## src/rtl/ps2_pkg.sv

```systemverilog
// ps2_pkg: shared types and constants for the PS/2 host transmitter.
//   state_e      - transmitter FSM states
//   ERR_*        - err_code encodings
//   CMD_*        - common keyboard command bytes
//   odd_parity() - PS/2 frame parity bit for a data byte
package ps2_pkg;

    typedef enum logic [2:0] {
        IDLE      = 3'd0,
        INHIBIT   = 3'd1,
        START     = 3'd2,
        BITS      = 3'd3,
        WAIT_IDLE = 3'd4,
        ERR       = 3'd5
    } state_e;

    localparam logic [1:0] ERR_NONE    = 2'd0;
    localparam logic [1:0] ERR_TIMEOUT = 2'd1;
    localparam logic [1:0] ERR_NOACK   = 2'd2;

    localparam logic [7:0] CMD_SET_LED = 8'hED;
    localparam logic [7:0] CMD_ECHO    = 8'hEE;
    localparam logic [7:0] CMD_RESET   = 8'hFF;

    // Retries after the first failed attempt (retry build only).
    localparam logic [1:0] MAX_RETRIES = 2'd2;

    // Parity bit that makes the 9-bit data+parity field have an odd number of ones.
    function automatic logic odd_parity(input logic [7:0] b);
        return ~^b;
    endfunction

endpackage

```

## src/rtl/ps2_line_filter.sv

```systemverilog
// ps2_line_filter: conditions one raw PS/2 pad line.
// 2-FF synchronizer, then a glitch filter that only changes the filtered level
// after FILTER_LEN consecutive synchronized samples disagree with it, plus a
// one-cycle pulse on every filtered high-to-low transition.
// Ports:
//   clk, rst - clock, asynchronous active-low reset (lines idle high)
//   pad_in   - raw pad level
//   level    - filtered line level
//   fall     - one-cycle pulse, coincident with level going low
module ps2_line_filter #(
    parameter int unsigned FILTER_LEN = 8
) (
    input  logic clk,
    input  logic rst,
    input  logic pad_in,
    output logic level,
    output logic fall
);

    localparam int unsigned CNT_W = $clog2(FILTER_LEN + 1);

    logic             sync1_q, sync2_q;
    logic             level_q, level_d;
    logic             fall_q, fall_d;
    logic [CNT_W-1:0] cnt_q, cnt_d;

    // Count consecutive disagreeing samples; any agreeing sample restarts the count.
    always_comb begin
        level_d = level_q;
        fall_d  = 1'b0;
        cnt_d   = '0;
        if (sync2_q != level_q) begin
            if (cnt_q == CNT_W'(FILTER_LEN - 1)) begin
                level_d = sync2_q;
                fall_d  = ~sync2_q;
            end else begin
                cnt_d = cnt_q + 1'b1;
            end
        end
    end

    always_ff @(posedge clk or negedge rst) begin
        if (!rst) begin
            sync1_q <= 1'b1;
            sync2_q <= 1'b1;
            level_q <= 1'b1;
            fall_q  <= 1'b0;
            cnt_q   <= '0;
        end else begin
            sync1_q <= pad_in;
            sync2_q <= sync1_q;
            level_q <= level_d;
            fall_q  <= fall_d;
            cnt_q   <= cnt_d;
        end
    end

    assign level = level_q;
    assign fall  = fall_q;

endmodule

```

## src/rtl/ps2_host_tx.sv

```systemverilog
// ps2_host_tx: PS/2 host-to-device command transmitter.
// Sends one byte per request: inhibit (clock low), request-to-send (both low),
// then shifts data LSB first, odd parity and stop on device clock falls, and
// checks the device ACK on the 11th fall.
// Optional build macro: PS2_TX_RETRY_EN - retry a failed frame up to twice.
// Ports:
//   clk, rst                 - clock, asynchronous active-low reset
//   ps2_clk_in, ps2_data_in  - raw pad levels
//   tx_valid, tx_data        - command byte request
//   tx_ready                 - idle and able to accept a byte
//   ps2_clk_oe, ps2_data_oe  - 1 pulls the corresponding line low
//   busy                     - frame in progress
//   tx_done, tx_err          - one-cycle completion / failure pulses
//   err_code                 - last failure cause, cleared on accept
module ps2_host_tx
    import ps2_pkg::*;
#(
    parameter int unsigned INHIBIT_CYCLES    = 12000,
    parameter int unsigned START_HOLD_CYCLES = 200,
    parameter int unsigned TIMEOUT_CYCLES    = 2000000,
    parameter int unsigned FILTER_LEN        = 8
) (
    input  logic       clk,
    input  logic       rst,
    input  logic       ps2_clk_in,
    input  logic       ps2_data_in,
    input  logic       tx_valid,
    input  logic [7:0] tx_data,
    output logic       tx_ready,
    output logic       ps2_clk_oe,
    output logic       ps2_data_oe,
    output logic       busy,
    output logic       tx_done,
    output logic       tx_err,
    output logic [1:0] err_code
);

    localparam int unsigned MAX_IT  = (INHIBIT_CYCLES > TIMEOUT_CYCLES) ? INHIBIT_CYCLES : TIMEOUT_CYCLES;
    localparam int unsigned CNT_MAX = (MAX_IT > START_HOLD_CYCLES) ? MAX_IT : START_HOLD_CYCLES;
    localparam int unsigned CNT_W   = $clog2(CNT_MAX + 1);

    logic clk_filt, clk_fall;
    logic data_filt;
    // Only the data level is sampled; its edges are not needed.
    logic data_fall_unused;

    ps2_line_filter #(.FILTER_LEN(FILTER_LEN)) u_clk_filt (
        .clk    (clk),
        .rst    (rst),
        .pad_in (ps2_clk_in),
        .level  (clk_filt),
        .fall   (clk_fall)
    );

    ps2_line_filter #(.FILTER_LEN(FILTER_LEN)) u_data_filt (
        .clk    (clk),
        .rst    (rst),
        .pad_in (ps2_data_in),
        .level  (data_filt),
        .fall   (data_fall_unused)
    );

    state_e           state_q, state_d;
    logic [CNT_W-1:0] cnt_q, cnt_d;
    logic [3:0]       bit_idx_q, bit_idx_d;
    logic [7:0]       data_q, data_d;
    logic             parity_q, parity_d;
    logic [1:0]       err_code_q, err_code_d;
    logic             tx_ready_q, tx_ready_d;
    logic             clk_oe_q, clk_oe_d;
    logic             data_oe_q, data_oe_d;
    logic             busy_q, busy_d;
    logic             tx_done_q, tx_done_d;
    logic             tx_err_q, tx_err_d;
    logic             fail;
    logic [1:0]       fail_code;
`ifdef PS2_TX_RETRY_EN
    logic [1:0]       retry_q, retry_d;
`endif

    // Next-state, datapath and registered-output computation.
    always_comb begin
        state_d    = state_q;
        cnt_d      = cnt_q + 1'b1;
        bit_idx_d  = bit_idx_q;
        data_d     = data_q;
        parity_d   = parity_q;
        err_code_d = err_code_q;
        data_oe_d  = data_oe_q;
        tx_done_d  = 1'b0;
        tx_err_d   = 1'b0;
        fail       = 1'b0;
        fail_code  = ERR_NONE;
`ifdef PS2_TX_RETRY_EN
        retry_d    = retry_q;
`endif

        case (state_q)
            IDLE: begin
                if (tx_valid && tx_ready_q) begin
                    data_d     = tx_data;
                    parity_d   = odd_parity(tx_data);
                    err_code_d = ERR_NONE;
                    state_d    = INHIBIT;
`ifdef PS2_TX_RETRY_EN
                    retry_d    = 2'd0;
`endif
                end
            end
            INHIBIT: begin
                if (cnt_q == CNT_W'(INHIBIT_CYCLES - 1)) begin
                    state_d = START;
                end
            end
            START: begin
                if (cnt_q == CNT_W'(START_HOLD_CYCLES - 1)) begin
                    state_d = BITS;
                end
            end
            BITS: begin
                if (clk_fall) begin
                    cnt_d     = '0;
                    bit_idx_d = bit_idx_q + 4'd1;
                    // bit_idx_q counts falls already seen; this fall is number bit_idx_q+1.
                    case (bit_idx_q)
                        4'd8:    data_oe_d = ~parity_q;
                        4'd9:    data_oe_d = 1'b0;
                        4'd10: begin
                            if (!data_filt) begin
                                state_d = WAIT_IDLE;
                            end else begin
                                fail      = 1'b1;
                                fail_code = ERR_NOACK;
                            end
                        end
                        default: data_oe_d = ~data_q[bit_idx_q[2:0]];
                    endcase
                end else if (cnt_q == CNT_W'(TIMEOUT_CYCLES - 1)) begin
                    fail      = 1'b1;
                    fail_code = ERR_TIMEOUT;
                end
            end
            WAIT_IDLE: begin
                if (clk_filt && data_filt) begin
                    state_d   = IDLE;
                    tx_done_d = 1'b1;
                end else if (clk_fall) begin
                    cnt_d = '0;
                end else if (cnt_q == CNT_W'(TIMEOUT_CYCLES - 1)) begin
                    fail      = 1'b1;
                    fail_code = ERR_TIMEOUT;
                end
            end
            ERR: begin
                state_d  = IDLE;
                tx_err_d = 1'b1;
            end
            default: begin
                state_d = IDLE;
            end
        endcase

        if (fail) begin
            err_code_d = fail_code;
`ifdef PS2_TX_RETRY_EN
            if (retry_q < MAX_RETRIES) begin
                retry_d = retry_q + 2'd1;
                state_d = INHIBIT;
            end else begin
                state_d = ERR;
            end
`else
            state_d = ERR;
`endif
        end

        // Every state entry restarts the shared cycle counter.
        if (state_d != state_q) begin
            cnt_d = '0;
        end
        if (state_d != BITS) begin
            bit_idx_d = '0;
        end

        // The start bit is driven from START until the first device fall.
        if (state_d == START) begin
            data_oe_d = 1'b1;
        end else if (state_d != BITS) begin
            data_oe_d = 1'b0;
        end

        clk_oe_d   = (state_d == INHIBIT) || (state_d == START);
        busy_d     = (state_d != IDLE);
        // Ready only once a full cycle has been spent in IDLE, so it rises after done/err.
        tx_ready_d = (state_d == IDLE) && (state_q == IDLE);
    end

    always_ff @(posedge clk or negedge rst) begin
        if (!rst) begin
            state_q    <= IDLE;
            cnt_q      <= '0;
            bit_idx_q  <= '0;
            data_q     <= '0;
            parity_q   <= 1'b0;
            err_code_q <= ERR_NONE;
            tx_ready_q <= 1'b1;
            clk_oe_q   <= 1'b0;
            data_oe_q  <= 1'b0;
            busy_q     <= 1'b0;
            tx_done_q  <= 1'b0;
            tx_err_q   <= 1'b0;
        end else begin
            state_q    <= state_d;
            cnt_q      <= cnt_d;
            bit_idx_q  <= bit_idx_d;
            data_q     <= data_d;
            parity_q   <= parity_d;
            err_code_q <= err_code_d;
            tx_ready_q <= tx_ready_d;
            clk_oe_q   <= clk_oe_d;
            data_oe_q  <= data_oe_d;
            busy_q     <= busy_d;
            tx_done_q  <= tx_done_d;
            tx_err_q   <= tx_err_d;
        end
    end

`ifdef PS2_TX_RETRY_EN
    always_ff @(posedge clk or negedge rst) begin
        if (!rst) begin
            retry_q <= 2'd0;
        end else begin
            retry_q <= retry_d;
        end
    end
`endif

    assign tx_ready    = tx_ready_q;
    assign ps2_clk_oe  = clk_oe_q;
    assign ps2_data_oe = data_oe_q;
    assign busy        = busy_q;
    assign tx_done     = tx_done_q;
    assign tx_err      = tx_err_q;
    assign err_code    = err_code_q;

endmodule
```

## config.mk

```make
export PLATFORM = sky130hd
export DESIGN_NAME = ps2_host_tx
export DESIGN_NICKNAME = d
export VERILOG_FILES = /design/src/rtl/ps2_pkg.sv /design/src/rtl/ps2_line_filter.sv /design/src/rtl/ps2_host_tx.sv
export SDC_FILE = /design/constraint.sdc
export NUM_CORES = 1
export LEC_CHECK = 0
export ABC_AREA = 1
export CAP_MARGIN = 10
export CORE_AREA = 2 2 98 76
export CTS_BUF_LIST = sky130_fd_sc_hd__clkbuf_4
export CTS_CLUSTER_SIZE = 24
export DETAILED_ROUTE_END_ITERATION = 7
export DIE_AREA = 0 0 100 78
export PLACE_DENSITY = 0.7
export SLEW_MARGIN = 20
export SYNTH_ARGS = -nofsm -noshare
export SYNTH_HDL_FRONTEND = slang
export SYNTH_HIERARCHICAL = 1
export SYNTH_SLANG_ARGS = --single-unit
```

## constraint.sdc

```tcl
create_clock -name clk -period 5.9 [get_ports clk]
set_input_delay 1.18 -clock clk [delete_from_list [all_inputs] [get_ports clk]]
set_output_delay 1.18 -clock clk [all_outputs]
set_load 0.1 [all_outputs]
```

metal_stack.png
Two of the layers only.
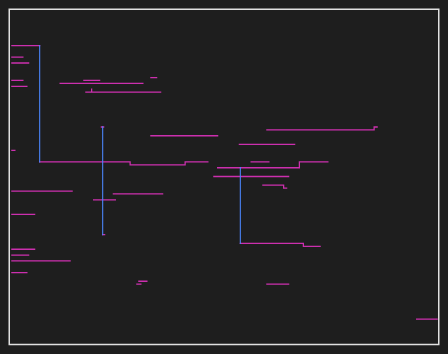
[met4] blue | wire length: 70.0 um
[met3] magenta | wire length: 307 um
gr usage total: 20.6%
average wire per standard cell: 12.8 um
WL final: 7.15 mm
via count: 2873

met1.png
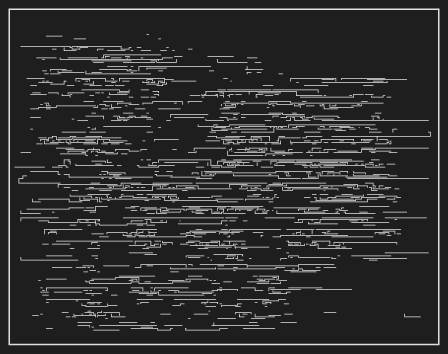
wire length on this layer: 3560 um
nets with wire on the layer: 438
main direction: horizontal
longest straight run: 27.6 um
met1 usage: 28.9%

==> impl_metrics.tcl <==
# flow metrics
set metrics [dict create \
    maxCapViolations 0 \
    worst_slew_pin_slew_ns 0.978 \
    dr.first_iter.drc_count 140 \
    irDropWorstVdd_mv 0.156 \
    root_buffer "clkbuf_4" \
    warning_count 29 \
    n_antenna_cell 0 \
    power.internal_mw 0.598 \
    dpl.hpwl_mm 5.20 \
    worstSetupStartpointType "flop" \
    grt_max_degree 61 \
    reg2reg_slack_ns 3.51 \
    gp_congestion 0.914 \
    cts-hold-fix-buffers 0 \
    critical_path.slowest_cell "clkdlybuf4s50_1" \
    lay_top_count "nand2_1" \
    critPathCapture "tx_ready" \
    endpoint_kind "primary output" \
    combPwrFrac_pct 8.7 \
    crit_required_ns 4.72 \
    p_leak_nw 1.77 \
    netlist_instances 444 \
    critPathBufInv 1 \
    criticalPathCategory "flop to primary output" \
    tns_ns 0 \
    period_needed_ns 3.26 \
    maxSlewViolCount 0 \
    cp-startpoint "tx_ready" \
    power.switching_mw 0.229 \
    finish.utilization_pct 56.7 \
    fp_util_pct 50.6 \
    grt_setup_unrepaired "no" \
    netlist_area_sq_um 3420 \
    status "complete, no violations" \
    r2r-end "cnt_q[13]" \
    relSlewSlack_pct 34.6 \
]
routing by layer:
metal,routed length (um),global-route usage (%)
met1,3560,28.9
met2,3220,31.0
met3,307,5.86
met4,70,6.30
met5,0,0
per-stage QoR:
stage / setup slack (ns) / std cells / cell area [sq um]
floorplan: 3.69 / 444 / 3420
global placement: 2.70 / 543 / 3690
detailed placement: 2.62 / 543 / 3690
CTS: 2.60 / 559 / 3830
global route: 2.54 / 559 / 3830
finish: 2.64 / 559 / 3830
power by group through the flow:
stage | logic (mW) | registers, mW | clock network [mW]
after floorplan | 0.0472 | 0.460 | 0
after CTS | 0.0736 | 0.459 | 0.306
after global routing | 0.0847 | 0.463 | 0.327
after detailed placement | 0.0729 | 0.467 | 0
after global placement | 0.0697 | 0.464 | 0
final | 0.0721 | 0.459 | 0.297
final cells by class:
class | instances | area, sq um | area share [%]
Sequential cell | 60 | 1510 | 39.4
Clock inverter | 7 | 75.1 | 1.96
Inverter | 49 | 184 | 4.80
Tap cell | 84 | 105 | 2.74
Clock buffer | 9 | 67.6 | 1.76
Timing Repair Buffer | 21 | 203 | 5.29
Multi-Input combinational cell | 329 | 1690 | 44.1
worst min path at each step:
stage          cells after the start               start                  to  slack, ns
2_1_floorplan                      0  u_clk_filt/sync1_q  u_clk_filt/sync2_q       0.35
3_3_place_gp                       0  u_clk_filt/sync1_q  u_clk_filt/sync2_q       0.35
3_5_place_dp                       0  u_clk_filt/sync1_q  u_clk_filt/sync2_q       0.35
4_1_cts                            0  u_clk_filt/sync1_q  u_clk_filt/sync2_q       0.37
5_1_grt                            0  u_clk_filt/sync1_q  u_clk_filt/sync2_q       0.37
6_report                           0  u_clk_filt/sync1_q  u_clk_filt/sync2_q       0.36
registers in the layout, indices dropped and copies added (netlist names), 2 cells and up:
| name | cells |
|---|---|
| bit_idx_q | 4 |
| cnt_q | 21 |
| data_q | 8 |
| err_code | 2 |
| state_q | 3 |
| u_clk_filt/cnt_q | 4 |
| u_data_filt/cnt_q | 4 |
Power figures rest on the tool's default switching activity, not on a simulated workload.
